File: src/rtl/button_pkg.sv
// Shared push-button definitions: FSM encoding, default timing and counter sizing.
package button_pkg;

  typedef enum logic [2:0] {
    StReleased    = 3'd0,
    StPressWait   = 3'd1,
    StPressed     = 3'd2,
    StLongHeld    = 3'd3,
    StReleaseWait = 3'd4
  } btn_state_e;

  // 5 ms and 1 s at 50 MHz
  localparam int unsigned DefaultStableCycles = 250000;
  localparam int unsigned DefaultLongCycles   = 50000000;

  function automatic int unsigned cnt_width(input int unsigned a, input int unsigned b);
    int unsigned m;
    m = (a > b) ? a : b;
    return $clog2(m + 1);
  endfunction

endpackage

File: src/rtl/sync_2ff.sv
// Two-flop synchroniser for asynchronous inputs, synchronous reset to 0.
module sync_2ff #(
  parameter int unsigned Width = 1
) (
  input  logic             i_clk,
  input  logic             i_reset,
  input  logic [Width-1:0] i_d,
  output logic [Width-1:0] o_q
);

  logic [Width-1:0] r_meta;
  logic [Width-1:0] r_sync;

  always_ff @(posedge i_clk) begin
    if (i_reset) begin
      r_meta <= '0;
      r_sync <= '0;
    end else begin
      r_meta <= i_d;
      r_sync <= r_meta;
    end
  end

  assign o_q = r_sync;

endmodule

File: src/rtl/button_debouncer.sv
// Debounces a raw push-button pin into a clean level plus press/release/long-press pulses.
module button_debouncer
  import button_pkg::*;
#(
  parameter int unsigned STABLE_CYCLES = DefaultStableCycles,
  parameter int unsigned LONG_CYCLES   = DefaultLongCycles
) (
  input  logic i_clk,
  input  logic i_reset,
  input  logic i_b,
  output logic o_level,
  output logic o_press,
  output logic o_release,
  output logic o_long_press,
  output logic o_held
);

  localparam int unsigned CntW = cnt_width(STABLE_CYCLES, LONG_CYCLES);

  localparam logic [CntW-1:0] StableLast = CntW'(STABLE_CYCLES - 1);
  localparam logic [CntW-1:0] LongLast   = CntW'(LONG_CYCLES - 1);
  localparam logic [CntW-1:0] CntOne     = CntW'(1);

  logic w_s;

  btn_state_e      r_state, w_state_d;
  logic [CntW-1:0] r_cnt, w_cnt_d;
  logic            r_held_flag, w_held_flag_d;

  logic r_level, r_press, r_release, r_long, r_held;

  sync_2ff #(
    .Width (1)
  ) u_sync (
    .i_clk   (i_clk),
    .i_reset (i_reset),
    .i_d     (i_b),
    .o_q     (w_s)
  );

  always_ff @(posedge i_clk) begin
    if (i_reset) begin
      r_state     <= StReleased;
      r_cnt       <= '0;
      r_held_flag <= 1'b0;
    end else begin
      r_state     <= w_state_d;
      r_cnt       <= w_cnt_d;
      r_held_flag <= w_held_flag_d;
    end
  end

  // The cycle that sees the first differing sample counts as sample 1 of the new level.
  always_comb begin
    w_state_d     = r_state;
    w_cnt_d       = r_cnt;
    w_held_flag_d = r_held_flag;
    unique case (r_state)
      StReleased: begin
        if (w_s) begin
          if (STABLE_CYCLES == 1) begin
            w_state_d = StPressed;
            w_cnt_d   = '0;
          end else begin
            w_state_d = StPressWait;
            w_cnt_d   = CntOne;
          end
        end
      end
      StPressWait: begin
        if (!w_s) begin
          w_state_d = StReleased;
          w_cnt_d   = '0;
        end else if (r_cnt == StableLast) begin
          w_state_d = StPressed;
          w_cnt_d   = '0;
        end else begin
          w_cnt_d = r_cnt + CntOne;
        end
      end
      StPressed: begin
        if (!w_s) begin
          w_held_flag_d = 1'b0;
          if (STABLE_CYCLES == 1) begin
            w_state_d = StReleased;
            w_cnt_d   = '0;
          end else begin
            w_state_d = StReleaseWait;
            w_cnt_d   = CntOne;
          end
        end else if (r_cnt == LongLast) begin
          w_state_d = StLongHeld;
          w_cnt_d   = '0;
        end else begin
          w_cnt_d = r_cnt + CntOne;
        end
      end
      StLongHeld: begin
        if (!w_s) begin
          w_held_flag_d = 1'b1;
          if (STABLE_CYCLES == 1) begin
            w_state_d = StReleased;
            w_cnt_d   = '0;
          end else begin
            w_state_d = StReleaseWait;
            w_cnt_d   = CntOne;
          end
        end
      end
      StReleaseWait: begin
        if (w_s) begin
          w_state_d = r_held_flag ? StLongHeld : StPressed;
          w_cnt_d   = '0;
        end else if (r_cnt == StableLast) begin
          w_state_d     = StReleased;
          w_cnt_d       = '0;
          w_held_flag_d = 1'b0;
        end else begin
          w_cnt_d = r_cnt + CntOne;
        end
      end
      default: begin
        w_state_d = StReleased;
        w_cnt_d   = '0;
      end
    endcase
  end

  // Outputs trail the state by one cycle; pulses are edges of the level/held registers,
  // so bouncing back out of RELEASE_WAIT never re-fires press or long_press.
  always_ff @(posedge i_clk) begin
    if (i_reset) begin
      r_level   <= 1'b0;
      r_press   <= 1'b0;
      r_release <= 1'b0;
      r_long    <= 1'b0;
      r_held    <= 1'b0;
    end else begin
      r_level   <= (r_state == StPressed) || (r_state == StLongHeld) ||
                   (r_state == StReleaseWait);
      r_held    <= (r_state == StLongHeld) || ((r_state == StReleaseWait) && r_held_flag);
      r_press   <= (r_state == StPressed) && !r_level;
      r_release <= (r_state == StReleased) && r_level;
      r_long    <= (r_state == StLongHeld) && !r_held;
    end
  end

  assign o_level      = r_level;
  assign o_press      = r_press;
  assign o_release    = r_release;
  assign o_long_press = r_long;
  assign o_held       = r_held;

endmodule

File: config.mk
export PLATFORM = sky130hd
export DESIGN_NAME = button_debouncer
export DESIGN_NICKNAME = d
export VERILOG_FILES = /design/src/rtl/button_pkg.sv /design/src/rtl/sync_2ff.sv /design/src/rtl/button_debouncer.sv
export SDC_FILE = /design/constraint.sdc
export NUM_CORES = 1
export LEC_CHECK = 0
export CELL_PAD_IN_SITES_DETAIL_PLACEMENT = 0
export CELL_PAD_IN_SITES_GLOBAL_PLACEMENT = 1
export CORE_MARGIN = 2
export CORE_UTILIZATION = 48
export DETAILED_ROUTE_END_ITERATION = 7
export PLACE_DENSITY = 0.94
export SYNTH_ARGS = -nofsm -noshare
export SYNTH_HDL_FRONTEND = slang
export SYNTH_SLANG_ARGS = --single-unit
File: constraint.sdc
create_clock -name i_clk -period 5.85 [get_ports i_clk]
set_input_delay 0.8775 -clock i_clk [delete_from_list [all_inputs] [get_ports i_clk]]
set_output_delay 0.8775 -clock i_clk [all_outputs]
set_load 0.05 [all_outputs]
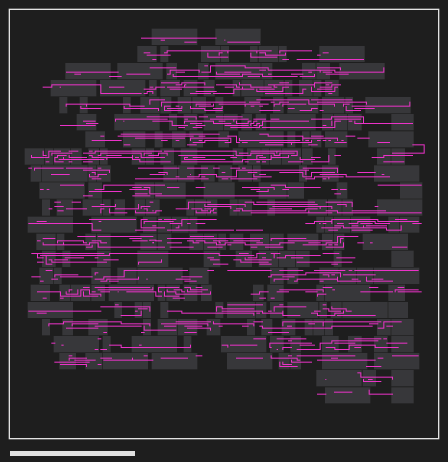
Figure 1: signal wires on met1.
Bar = 20 um. Cells faint in the background.
share of all routed wire: 48%
longest straight run: 21.2 um
main direction: horizontal
nets with wire on the layer: 233
Via Count: 1782
global routing usage on met1: 28.48%
overall routed net length: 4579 um

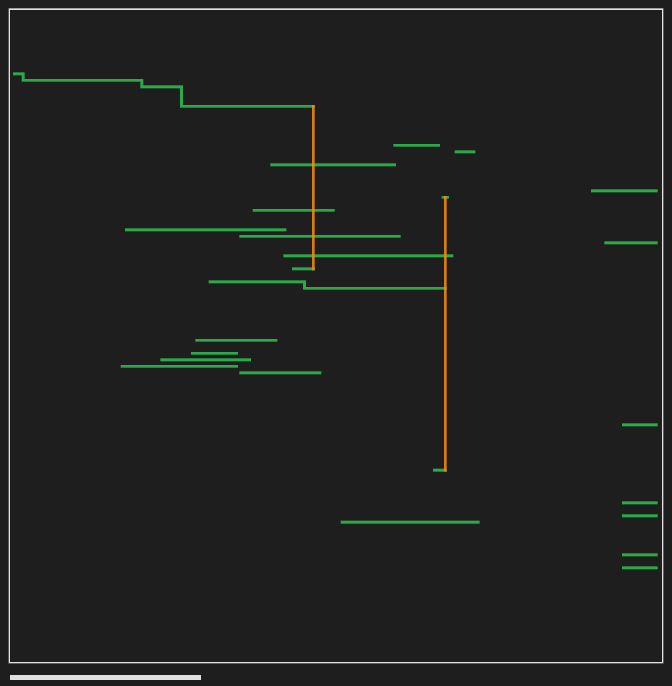
Figure 2: wiring by layer.
Bar = 20 um. Two of the layers only.
| layer | colour | wire length |
|---|---|---|
| M4 | orange | 45.6 um |
| M3 | green | 227 um |
Total GRT Usage: 21.43%
Wirelength per Cell: 15.37 um

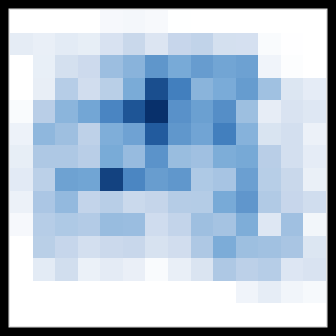
Figure 3: routed metal per tile.
14 x 14 tiles, from white (low) to dark blue (high), scaled to the fullest tile. Values are wire area over tile area, all layers added.
nearly empty tiles: 22%
fullest tile: 0.62
densest ninth of the die: middle

==> impl_metrics.yaml <==
# physical design summary
outcome:
  status: "complete, no violations"
cells_and_area:
  seq_cells: 37
  buf_share_pct: 3.628
  final_cell_area_mm2: 0.002138
  logic_area_mm2: 0.001151
  layout.nets: 251
  fill_cells: 403
  lay_top_count: "dfxtp_1"
  final_util_pct: 53.84
  stdcell_count: 298
  largest_reg_flops: 26
route:
  wl_met1_um: 2189
  wl_met3_um: 227
  first_pass_iters: 5
  drt_iter0_markers: 204
power:
  power_mw: 0.4414
  comb_power_mw: 0.0172
  power_frac_seq_pct: 58.0
worst_setup_path:
  r2r_start: "r_cnt[0]"
  startpoint: "r_cnt[0]"
  crit_chain: "ha_1 > nand4_1 > nor4_1 > nand2_1 > or4_1 > a21oi_1"
  critPathKind: "reg2reg"
  cp_max_fo: 6
  arrival_ns: 2.64
  path_depth: 6
global_route:
  grtUsageMet2_pct: 34.83
  grt_pass1_vias: 1562
  grtUsageMet3_pct: 3.947
final_timing:
  finalClockPeriodUsage_pct: 41.36
  hold_ws_ns: 0.4280
  tightest_slew_ns: 0.9283
  slew_viol_final: 0
clock_tree:
  clk_latency_ns: 0.28
  post-cts-setup-buffers: 0
  cts-root-buf: "clkbuf_8"
  cts_sinks: 37
  numCtsBuffers: 5
synthesis:
  top_cells_by_count: "dfxtp_1 (37), nor2_1 (23), nand2_1 (20)"
  top_logic_kind: "simple AND/OR/NAND/NOR gates"
  netlist-cell-type-count: 47
  synth.most_common_cell: "dfxtp_1"
  syn_area_mm2: 0.001979
  adder_share_pct: 0.6321
floorplanning:
  tap-cell-count: 50
  pin_count: 8
  fp_util_pct: 49.84
  core-area_mm2: 0.003971
placed_design:
  placedInstanceArea_mm2: 0.002058
  dp_slack_ns: 3.239
Power and IR drop assume default switching activity.
